Fig. 1: run 1, floorplan with the power grid
Pins as bars on the die edge. Tap cells in gray.
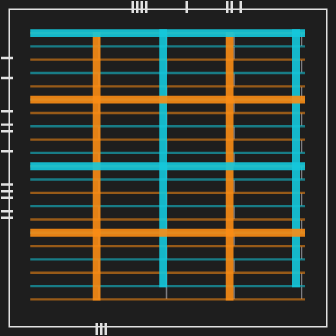
Fig. 2: run 1, cells colored by class
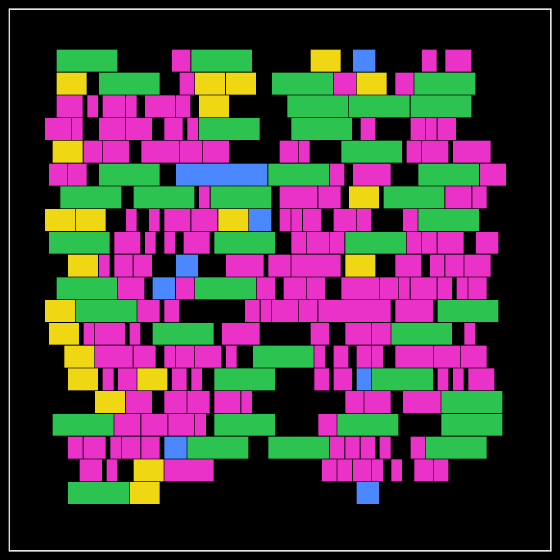
Fig. 3: run 1, routed clock nets over the placement
Scale bar: 20 um.
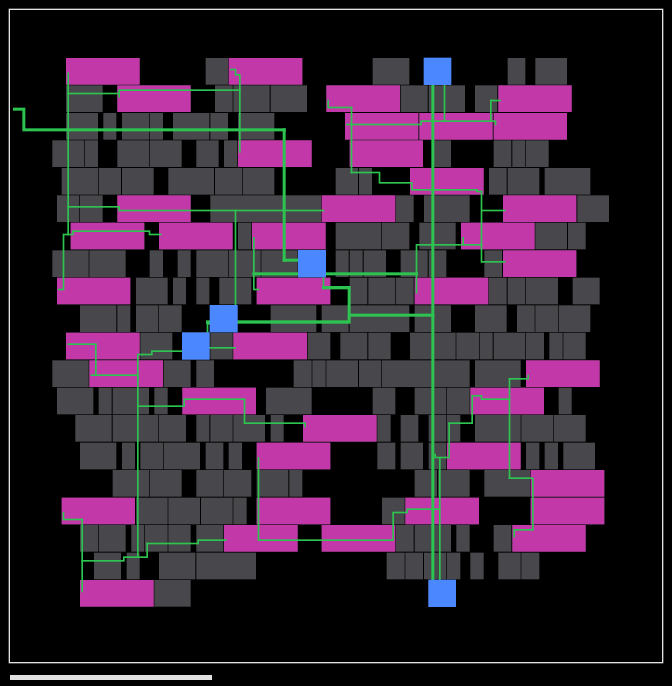
==> config.mk <==
export PLATFORM = sky130hd
export DESIGN_NAME = pll_reset_seq
export DESIGN_NICKNAME = d
export VERILOG_FILES = /design/src/rtl/pll_ctrl_pkg.sv /design/src/rtl/sync_ff.sv /design/src/rtl/pll_reset_seq.sv
export SDC_FILE = /design/constraint.sdc
export NUM_CORES = 1
export LEC_CHECK = 0
export ABC_CLOCK_PERIOD_IN_PS = 5000
export CAP_MARGIN = 20
export CORE_MARGIN = 4
export CORE_UTILIZATION = 59
export DETAILED_ROUTE_END_ITERATION = 16
export PLACE_DENSITY = 0.8
export SYNTH_ARGS = -nofsm -noshare
export SYNTH_HDL_FRONTEND = slang
export SYNTH_SLANG_ARGS = --single-unit
==> constraint.sdc <==
create_clock -name clk_i -period 5 [get_ports clk_i]
set_clock_uncertainty 0.2 [all_clocks]
set_input_delay 0.75 -clock clk_i [delete_from_list [all_inputs] [get_ports clk_i]]
set_output_delay 0.75 -clock clk_i [all_outputs]
set_load 0.05 [all_outputs]
==> impl_metrics.json, run 1 <==
{
  "drive_above_1_share_pct": 8.89,
  "post-synth-top-area-fraction_pct": 42.4,
  "finalNetCount": 231,
  "power.combinational.fraction_pct": 2.7,
  "reg2reg_depth": 8,
  "clock_tree_from_tritoncts": "built",
  "cts.htree.levels": 2,
  "path_cells": "clkdlybuf4s50_1 -> or3_1 -> nor3_1 -> a21oi_1 -> a21oi_1",
  "cts_setup_buffers": 0,
  "fp_nets": 208,
  "async_reset_ff_share_pct": 0,
  "p_leak_nw": 0.817,
  "largest_reg_flops": 17,
  "status": "finished, final reports clean",
  "ys_seq_share_pct": 42.4,
  "maxSlewHeadroom_pct": 40.7,
  "grt.busiest_layer": "met2",
  "top_cells_by_count": "40 x sky130_fd_sc_hd__dfxtp_1, 19 x sky130_fd_sc_hd__nor2_1, 18 x sky130_fd_sc_hd__xor2_1",
  "netSwitchingPower_w": 0.000123,
  "drv_slew": 0,
  "synth-edff-count": 0,
  "dp.final_hpwl_um": 2790,
  "drt.antenna.violating_nets": 0,
  "most_popular_library_cell_in_the_synthesized_design_by_count": "sky130_fd_sc_hd__dfxtp_1",
  "synth_top_flop_cell": "sky130_fd_sc_hd__dfxtp_1",
  "comb_power_w": 0.0000150,
  "worst-endpoint-arrival_ns": 2.78,
  "power.ir.vdd_worst_mv": 0.167,
  "first_global_vias": 1534
}
About Fig. 1:
Key: cyan = VDD; orange = VSS
The core has 20 rows. 44 tap cells. 21 met1 rails follow the rows. 4 straps on met4.
overall die width: 64.6 um
die span in y: 64.6 um

About Fig. 2:
Key: yellow = other buffers and delay cells [cells 21]; green = flops [cells 40]; magenta = all other logic [cells 156]; blue = clock drivers and dummy loads [cells 8]
Site Rows: 20
sequential fraction of total cell area: 36.3%
share of the core filled with cells: 72.3%
final instance area: 2210 um^2
core area: 3050 um^2

About Fig. 3:
Key: green = clock wires [length 484 um]; blue = cells driving clock nets [count 5]; magenta = flip-flops [count 40]
Position of the flops: widely spread. There are 6 routed clock nets.
Insertion Delay late pin: 0.35 ns
power in the clock group: 0.000216 W

run 1: cell type report:
| type | instances | area share (%) |
|---|---|---|
| multi-input cells | 149 | 46.9 |
| clock buffers | 5 | 1.70 |
| clock inverters | 3 | 1.93 |
| repair buffers | 21 | 9.52 |
| flip-flops and latches | 40 | 36.3 |
| inverters | 7 | 1.19 |
| well taps | 44 | 2.49 |
run 1: logic make-up after synthesis:
family,Yosys count,share of synthesized area (%)
adder cells (fa/ha/maj),4,2.65
multiplexers,2,1.06
buffers and inverters,12,2.72
XOR/XNOR,21,9.75
AND/OR/NAND/NOR,82,26.5
flip-flops,40,42.4
AND-OR/OR-AND,40,14.9
run 1: through the flow:
step | setup slack [ns] | total power [W] | util, % | instance area, um^2 | instances
6_report | 2.23 | 0.000555 | 72.3 | 2210 | 269
4_1_cts | 2.28 | 0.000561 | 72.3 | 2210 | 269
3_5_place_dp | 1.88 | 0.000346 | 69.7 | 2130 | 261
5_1_grt | 2.08 | 0.000580 | 72.3 | 2210 | 269
2_1_floorplan | 2.75 | 0.000341 | - | 1890 | 201
3_3_place_gp | 2.02 | 0.000345 | 69.7 | 2130 | 261
run 1: placed cells by master (no fill, tap or decap), drive strengths merged, types with 3 or more instances in the layout:
master	count
dfxtp	40
xor2	18
clkbuf	5
o31ai	3
and3	5
and4	3
xnor2	3
nand3	7
nand2	9
inv	7
or3	6
nor2	19
a21oi	15
ha	4
or4	3
nand4	10
nor3	3
and2	4
o2111ai	3
clkdlybuf4s50	21
o21ai	6
o211ai	5
run 1: metal layers:
layer	wire length, um	part of all wire, %
met3	124	3.2
met5	0	0
met2	2020	52
met4	80	2.0
met1	1690	43
## Run 2: what changed since run 1
Settings changed: ABC_CLOCK_PERIOD_IN_PS 5000 to 2800, CORE_UTILIZATION 59 to 55, PLACE_DENSITY 0.8 to 0.76.
Clock period 5 ns to 2.8 ns, I/O delays scaled along.
Fig. 4: run 2, floorplan with the power grid
Pins as bars on the die edge. Tap cells in gray.
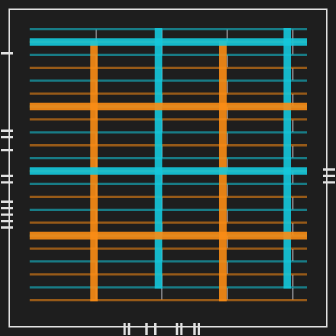
Key: orange = VSS; cyan = VDD
22 met1 rails follow the rows. 4 straps on met5. 46 tap cells.
overall die width: 66.6 um
die span in y: 66.6 um
core area: 3340 um^2
maximum VDD drop: 0.273 mV

==> impl_metrics.json, run 2 <==
{
  "critical_path.slowest_cell": "sky130_fd_sc_hd__dfxtp_1",
  "path_cells": "and4_2 -> nand4_2 -> nor3_1 -> ha_1 -> and4bb_2 -> nand2_1 -> o311ai_0 -> o41ai_1",
  "post-synth-top-area-fraction_pct": 42.4,
  "first_global_vias": 1469,
  "dp.final_hpwl_um": 2810,
  "synth-edff-count": 0,
  "fin_worst_hold_slack_ns": 0.250,
  "fp_nets": 208,
  "synth_top_flop_cell": "sky130_fd_sc_hd__dfxtp_1",
  "reg2reg_depth": 8,
  "status": "finished, final reports clean",
  "p_leak_nw": 0.828,
  "power-top-group": "sequential cells",
  "share_clk_of_total_power_pct": 32.6,
  "routed_wire_length_per_instance_um": 13.5,
  "grt.overflow.total": 0,
  "worst-endpoint-arrival_ns": 2.53,
  "postSynthRegisterBits": 40,
  "warnings": 26,
  "lay_top_cells": "40 x sky130_fd_sc_hd__dfxtp_1, 21 x sky130_fd_sc_hd__clkdlybuf4s50_1, 19 x sky130_fd_sc_hd__nor2_1",
  "worst_path_largest_cell_delay_ns": 0.43,
  "top_cells_by_count": "40 x sky130_fd_sc_hd__dfxtp_1, 19 x sky130_fd_sc_hd__nor2_1, 18 x sky130_fd_sc_hd__xor2_1",
  "largest_reg_flops": 17,
  "most_popular_library_cell_in_the_synthesized_design_by_count": "sky130_fd_sc_hd__dfxtp_1",
  "cts.htree.levels": 2,
  "critical_path_peak_fanout": 8,
  "clock_tree_from_tritoncts": "built",
  "comb_power_w": 0.0000282,
  "async_reset_ff_share_pct": 0,
  "maxSlewHeadroom_pct": 66.2,
  "ys_seq_share_pct": 42.4,
  "pwr-share-seq_pct": 64.3,
  "finalNetCount": 234,
  "pg_clk_w": 0.000293,
  "drv_slew": 0,
  "final-setup-viol-count": 0,
  "power.combinational.fraction_pct": 3.1,
  "drive_above_1_share_pct": 10.5,
  "place_congestion": 0.867,
  "min_period_ns": 2.50,
  "cell_count_listed_in_synth_stat_txt": 201,
  "p_per_area_nw_per_um2": 406,
  "lay_top_count": "sky130_fd_sc_hd__dfxtp_1",
  "drt.antenna.violating_nets": 0,
  "clk-insertion-delay-late_ns": 0.35
}
Fig. 5: run 2, cells colored by class
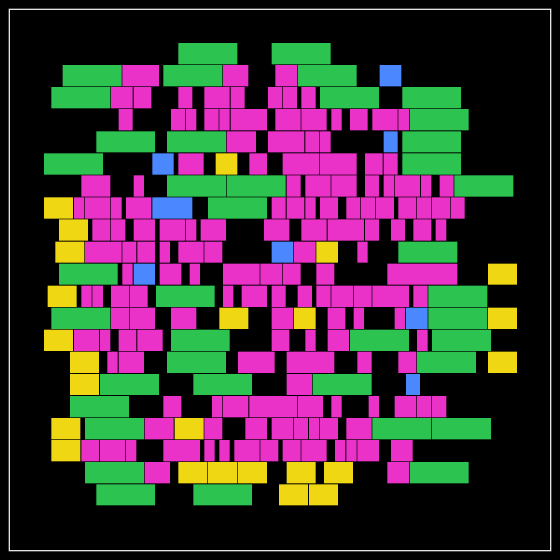
Key: green = flops [cells 40]; magenta = all other logic [cells 156]; yellow = other buffers and delay cells [cells 24]; blue = clock drivers and dummy loads [cells 8]
share of the core filled with cells: 66.4%
Site Rows: 21

## run 2: cell counts after synthesis
Identical to the previous run, type by type.
## run 2: layout make-up
type / count / area, um^2
clock buffer: 6 / 51.3
clock inverter: 2 / 10.0
fill: 286 / 1120
inverter: 7 / 26.3
multi-input combinational: 149 / 1040
sequential: 40 / 801
tap: 46 / 57.6
timing repair buffer: 24 / 233
## run 2: layer usage
| layer | global-route usage, % | up-vias | wire, um |
|---|---|---|---|
| li1 | - | 783 | - |
| met1 | 25.5 | 735 | 1760 |
| met2 | 28.6 | 43 | 1710 |
| met3 | 5.40 | 7 | 177 |
| met4 | 8.38 | 0 | 65 |
| met5 | 0 | - | 0 |
## run 2: critical path, delay by kind of cell (launching register included)
family | cells | cell delay (ns)
AOI/OAI and AO/OA | 2 | 0.39
adders and majority gates | 1 | 0.23
DFF | 1 | 0.43
and+or+nand+nor | 5 | 1.14
## run 2: cell families (layout without fill, tap and decap cells)
logic type               Yosys count  count (layout)  synth area share [%]
AND/OR/NAND/NOR                   82              82                  26.5
AND-OR/OR-AND                     40              40                  14.9
flip-flops                        40              40                  42.4
XOR/XNOR                          21              21                  9.75
buffers and inverters             12              39                  2.72
adder cells (fa/ha/maj)            4               4                  2.65
multiplexers                       2               2                  1.06
## run 2: repair_timing
action,in CTS,in global routing
gates resized,0,1
setup endpoints to repair,0,1
hold buffers,0,0
hold endpoints to repair,0,0
buffers inserted,0,0
## run 2: per-stage QoR
stage          cells  setup WS (ns)  total power (W)  cell area [um^2]
6_report         274          0.298         0.000899              2210
5_1_grt          274         0.0153         0.000942              2210
4_1_cts          274          0.224         0.000909              2210
3_5_place_dp     266          0.213         0.000619              2150
3_3_place_gp     266          0.386         0.000618              2150
2_1_floorplan    201          0.546         0.000609              1890
Power and IR drop assume default switching activity.
